**config.mk**
```make
export PLATFORM = sky130hd
export DESIGN_NAME = riscv_mem_arbiter
export DESIGN_NICKNAME = d
export VERILOG_FILES = /design/src/rtl/riscv_pkg.sv /design/src/rtl/riscv_mem_arb_timer.sv /design/src/rtl/riscv_mem_arbiter.sv
export SDC_FILE = /design/constraint.sdc
export NUM_CORES = 1
export LEC_CHECK = 0
export CAP_MARGIN = 20
export CORE_MARGIN = 1.5
export CORE_UTILIZATION = 30
export DETAILED_ROUTE_END_ITERATION = 10
export PLACE_DENSITY = 0.63
export SLEW_MARGIN = 20
export SYNTH_ARGS = -nofsm -noshare
export SYNTH_HDL_FRONTEND = slang
export SYNTH_SLANG_ARGS = --single-unit
```
**constraint.sdc**
```tcl
create_clock -name clk -period 14.8 [get_ports clk]
set_input_delay 2.22 -clock clk [delete_from_list [all_inputs] [get_ports clk]]
set_output_delay 2.22 -clock clk [all_outputs]
set_load 0.02 [all_outputs]
```
**src/rtl/riscv_pkg.sv**
```systemverilog
// Shared RISC-V bus-interface types and the memory arbiter state encoding.
package riscv_pkg;

    typedef enum logic [2:0] {
        BYTE       = 3'd0,
        HWORD      = 3'd1,
        WORD       = 3'd2,
        DWORD      = 3'd3,
        UNDEF_SIZE = 3'd4
    } biu_size_t;

    // Arbiter states: the BUSY state records which requester owns the bus.
    typedef logic [1:0] arb_state_t;
    localparam arb_state_t ARB_IDLE   = 2'd0;
    localparam arb_state_t ARB_BUSY_I = 2'd1;
    localparam arb_state_t ARB_BUSY_D = 2'd2;

endpackage

```
**src/rtl/riscv_mem_arb_timer.sv**
```systemverilog
// Bus-timeout counter: counts enabled cycles and flags the last allowed one.
module riscv_mem_arb_timer #(
    parameter int TIMEOUT = 255
) (
    input  logic clk,
    input  logic rst,
    input  logic en,
    input  logic clr,
    output logic expired
);

    localparam logic [15:0] LAST_CYCLE = 16'(TIMEOUT - 1);

    logic [15:0] cnt;

    always_ff @(posedge clk or posedge rst) begin
        if (rst)
            cnt <= '0;
        else if (clr)
            cnt <= '0;
        else if (en)
            cnt <= cnt + 16'd1;
    end

    // High during the TIMEOUT-th cycle of an outstanding request.
    assign expired = en && (cnt == LAST_CYCLE);

endmodule

```
**src/rtl/riscv_mem_arbiter.sv**
```systemverilog
// Two-requester (imem/dmem) arbiter onto one shared memory port.
// Define RISCV_MEM_ARB_RR_EN for round-robin instead of fixed dmem priority.
module riscv_mem_arbiter
    import riscv_pkg::*;
#(
    parameter int XLEN    = 32,
    parameter int TIMEOUT = 255
) (
    input  logic            clk,
    input  logic            rst,

    input  logic            imem_req,
    input  logic [XLEN-1:0] imem_adr,
    output logic            imem_ack,
    output logic [XLEN-1:0] imem_q,
    output logic            imem_err,

    input  logic            dmem_req,
    input  logic            dmem_we,
    input  biu_size_t       dmem_size,
    input  logic [XLEN-1:0] dmem_adr,
    input  logic [XLEN-1:0] dmem_d,
    output logic            dmem_ack,
    output logic [XLEN-1:0] dmem_q,
    output logic            dmem_err,

    output logic            bus_req,
    output logic            bus_we,
    output biu_size_t       bus_size,
    output logic [XLEN-1:0] bus_adr,
    output logic [XLEN-1:0] bus_d,
    input  logic            bus_ack,
    input  logic [XLEN-1:0] bus_q,
    input  logic            bus_err
);

    arb_state_t state;
    logic       busy;
    logic       expired;
    logic       rsp_ack;
    logic       rsp_err;
    logic       grant_d;
    logic       grant_i;

    assign busy    = (state != ARB_IDLE);
    // An error (or a simultaneous ack+err) beats ack; a real ack beats the timeout.
    assign rsp_err = busy && (bus_err || (expired && !bus_ack));
    assign rsp_ack = busy && bus_ack && !bus_err;

`ifdef RISCV_MEM_ARB_RR_EN
    logic last_dmem;

    // The flag only moves on contested grants, so lone requests never tilt the turn.
    assign grant_d = dmem_req && (!imem_req || !last_dmem);

    always_ff @(posedge clk or posedge rst) begin
        if (rst)
            last_dmem <= 1'b0;
        else if (!busy && imem_req && dmem_req)
            last_dmem <= grant_d;
    end
`else
    assign grant_d = dmem_req;
`endif

    assign grant_i = imem_req && !grant_d;

    riscv_mem_arb_timer #(
        .TIMEOUT (TIMEOUT)
    ) u_timer (
        .clk     (clk),
        .rst     (rst),
        .en      (busy),
        .clr     (!busy),
        .expired (expired)
    );

    always_ff @(posedge clk or posedge rst) begin
        if (rst) begin
            state    <= ARB_IDLE;
            bus_req  <= 1'b0;
            bus_we   <= 1'b0;
            bus_size <= WORD;
            bus_adr  <= '0;
            bus_d    <= '0;
            imem_ack <= 1'b0;
            imem_err <= 1'b0;
            imem_q   <= '0;
            dmem_ack <= 1'b0;
            dmem_err <= 1'b0;
            dmem_q   <= '0;
        end else begin
            // NOTE: defaulting the strobes with <= first makes every ack/err a single-cycle pulse.
            imem_ack <= 1'b0;
            imem_err <= 1'b0;
            dmem_ack <= 1'b0;
            dmem_err <= 1'b0;

            case (state)
                ARB_IDLE: begin
                    if (grant_d) begin
                        state    <= ARB_BUSY_D;
                        bus_req  <= 1'b1;
                        bus_we   <= dmem_we;
                        bus_size <= dmem_size;
                        bus_adr  <= dmem_adr;
                        bus_d    <= dmem_d;
                    end else if (grant_i) begin
                        state    <= ARB_BUSY_I;
                        bus_req  <= 1'b1;
                        bus_we   <= 1'b0;
                        bus_size <= WORD;
                        bus_adr  <= imem_adr;
                    end
                end

                ARB_BUSY_I: begin
                    if (rsp_ack || rsp_err) begin
                        state    <= ARB_IDLE;
                        bus_req  <= 1'b0;
                        imem_ack <= rsp_ack;
                        imem_err <= rsp_err;
                        if (rsp_ack)
                            imem_q <= bus_q;
                    end
                end

                ARB_BUSY_D: begin
                    if (rsp_ack || rsp_err) begin
                        state    <= ARB_IDLE;
                        bus_req  <= 1'b0;
                        dmem_ack <= rsp_ack;
                        dmem_err <= rsp_err;
                        if (rsp_ack)
                            dmem_q <= bus_q;
                    end
                end

                default: begin
                    state   <= ARB_IDLE;
                    bus_req <= 1'b0;
                end
            endcase
        end
    end

endmodule

```
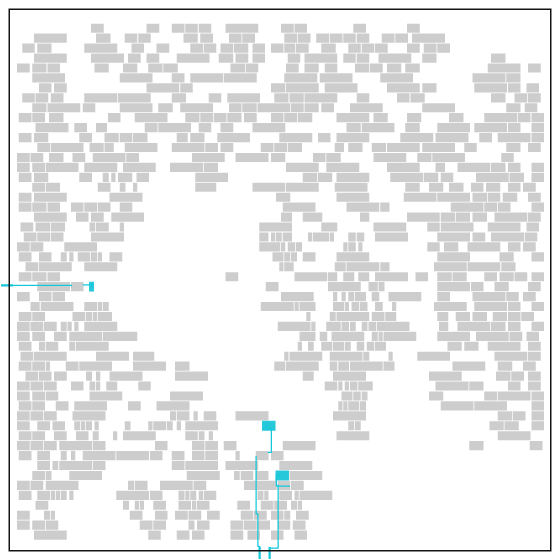
Fig. 1. I/O nets highlighted (run 1).
Key: cyan = `dmem_size` [direction input, edge 2 bottom, 1 left, end cells 3, wire 83.5 um]

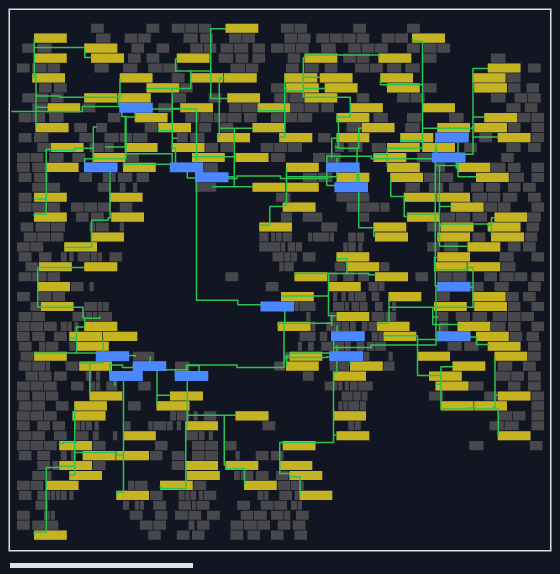
Fig. 2. Clock wires, drivers and flops (run 1).
The bar under the picture is 50 um long.
Key: yellow = flip-flops [count 155]; blue = clock drivers [count 17]; green = clock wires [length 1,930 um]
There are 18 routed clock nets.

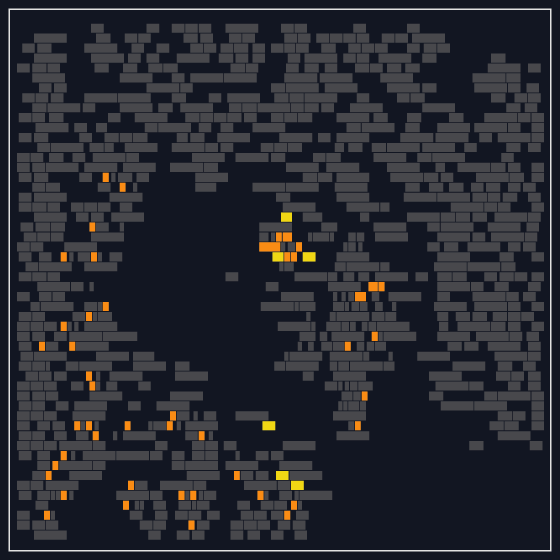
Fig. 3. Logic cells by family (run 1).
Key: orange = inverting AOI/OAI gates [cells 46]; yellow = AND-OR and OR-AND gates [cells 6]

==> flow_summary.ini, run 1 <==
; flow metrics
[setup_path]
cp_num_cells = 1
rr_startpoint = state[1]
cp_data_required_time_ps = 12580
slowest_stage = clkdlybuf4s50_1
critPathBufInv = 1

[floorplanning]
fp_util = 0.308
row_count = 52
die_w_um = 148
core_area_um2 = 20400

[placement]
placed_area_um2 = 9330
pre_cts_ws_ps = 10550
dpl.cell_count = 989
numPortBuffers = 274

[synth]
top_cells_by_area = dfrtp_1, mux2_2, mux2i_1, o21ai_0, nand2_1
ys_sh_adder = 0.00995
ys_types = 38
ys_seq_share = 0.617
flop_cell = dfrtp_1
ys_cells = 465
yosysTopAreaCell = dfrtp_1
mux_area_frac = 0.223
top_cell_area_share = 0.613
async_flop_share = 1.00

[timing]
slew_headroom = 0.431
drv_slew = 0
period_needed_ps = 3780

[clocking]
clk_pin_slew_worst_paths_ps = 60
clock_sinks = 155
cts_buffer_depth = 2
htreeDepth = 4
clk-insertion-delay-late_ps = 420
numCtsBuffers = 17

[min_path]
whs_path_depth = 2
hp-class = reg2reg

[route]
initialDrtViolationCount = 171
dr_wl_met3_um = 1630
detail-route-antenna-nets = 0
wirelength_um = 16300
met2_length_um = 8180

[finish]
clk_share = 0.0582
area_share_nonclk_buffers = 0.280
comb_cells = 279
seq_share = 0.391
flop-count = 155
antenna_cells = 1
final_cell_mix = clkdlybuf4s50_1, dfrtp_1, mux2_2
lay_top_count = clkdlybuf4s50_1
final_nets = 881
inverters = 6

[power]
powerComb_uw = 947
total_power_mw = 2.08
power.switching_uw = 759
p_clk_uw = 420
p_leak_nw = 4.20
clockPowerShare = 0.202
vdd_drop_max_mv = 0.0986
seq_cell_power_uw = 710

[grt]
grt_usage = 0.152
overflow = 0
antenna_found_initial = 1
grt_pass1_vias = 5031

[status]
status = finished, final reports clean
-- run 1: synthesized netlist by cell type (all sizes together) (3+ instances only) --
| cell | count |
|---|---|
| dfrtp | 154 |
| and4 | 3 |
| mux2 | 96 |
| nand2 | 37 |
| clkbuf | 6 |
| nand4 | 4 |
| nor4bb | 3 |
| a21oi | 4 |
| o21ai | 39 |
| buf | 19 |
| xor2 | 5 |
| nand3 | 7 |
| nor4 | 3 |
| ha | 5 |
| nor2 | 15 |
| xnor2 | 6 |
| a32o | 3 |
| inv | 6 |
| mux2i | 32 |
-- run 1: metal layers --
metal	vias up	GRT usage
met4	0	0.0460
met5	-	0
li1	2189	-
met2	205	0.262
met1	2288	0.168
met3	17	0.0698
--- run 2 (diff from run 1) ---
- clock period: 14.8 -> 3.89 ns (I/O delays scaled with it)
==> run 2 against run 1 <==
Total power rose to 3.9 times the previous value; global-route usage up 0.44 points; largest cell class unchanged; clock power rose to 4.0 times the previous value; clock skew down 5.6 ps; sequential share of layout area down 0.26 points; cell area up 0.66%; critical endpoint is now dmem_q[3]; utilization up 0.32 points; die size unchanged; critical path depth up 5; wire length up 1.3%; register-to-register slack worse by 11000 ps.
==> flow_summary.ini, run 2 <==
; flow metrics
[route]
detail-route-antenna-nets = 0
wirelength_um = 16500
dr_wl_met3_um = 1310
initialDrtViolationCount = 136
met2_length_um = 8420

[synth]
top_cell_area_share = 0.613
yosysTopAreaCell = dfrtp_1
ys_seq_share = 0.617
ys_types = 38
synth.most_common_cell = dfrtp_1
top_cells_by_area = dfrtp_1, mux2_2, mux2i_1, o21ai_0, nand2_1

[timing]
period_needed_ps = 2290
drv_slew = 0

[clocking]
clk-insertion-delay-late_ps = 420
cts_buffer_depth = 2
clock_sinks = 155
clk_pin_slew_worst_paths_ps = 70

[power]
total_power_mw = 8.00
power.switching_mw = 2.87
powerComb_mw = 3.63
vdd_drop_max_mv = 0.404
p_leak_nw = 4.24
clockPowerShare = 0.211
seq_cell_power_mw = 2.69

[finish]
comb_cells = 279
final_cell_mix = clkdlybuf4s50_1, dfrtp_1, mux2_2
lay_top_count = clkdlybuf4s50_1
final_nets = 884
clk_share = 0.0605
seq_share = 0.389
antenna_cells = 0

[setup_path]
critPathBufInv = 3
cp_num_cells = 6

[grt]
grt_usage = 0.157
overflow = 0
grt_pass1_vias = 5038

[placement]
pre_cts_ws_ps = 1420
numPortBuffers = 274

[flow_run]
warnings = 29

[floorplanning]
die_w_um = 148
row_count = 52
core_area_um2 = 20400
fp_util = 0.308

[status]
status = finished, final reports clean
## run 2: per-layer routing
layer  vias up  global-route usage
met5         -                   0
li1       2191                   -
met1      2275               0.177
met3        31              0.0531
met2       191               0.269
met4         0              0.0670
## run 2: cell families after synthesis
logic type	Yosys count	synth area share
AOI/OAI and AO/OA	52	0.0471
muxes	128	0.223
adders and majority gates	5	0.00995
xor gates and xnor gates	11	0.0153
buffers and inverters	31	0.0231
and+or+nand+nor	83	0.0648
DFF	155	0.617
## run 2: final timing paths
path / from / endpoint / slack, ps
max reg2reg: state[1] / dmem_q[3] / 1600
min in group asynchronous: rst / dmem_q[5] / 580
max in group asynchronous: rst / bus_adr[29] / 2530
min reg2reg: bus_adr[14] / bus_adr[14] / 480
max: state[1] / dmem_q[3] / 1600
min: bus_adr[14] / bus_adr[14] / 480
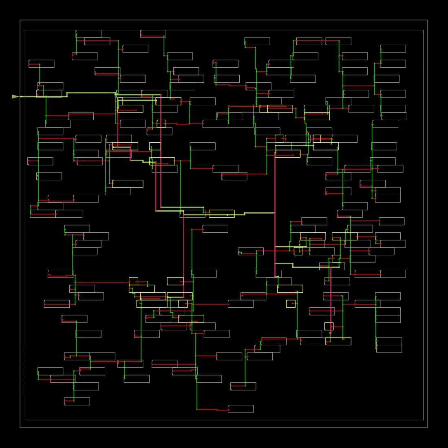
Fig. 4. Clock wiring as the flow saved it (run 2).
flip-flops: 155
CTS Buf Count: 17

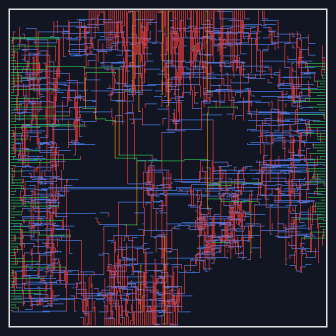
Fig. 5. Signal wires by layer (run 2).
Key: green = metal 3 [wire length 1,310 um]; orange = metal 4 [wire length 443 um]; blue = metal 1 [wire length 6,360 um]; red = metal 2 [wire length 8,420 um]

No activity file was given, so power comes from the tool's default toggle rates.
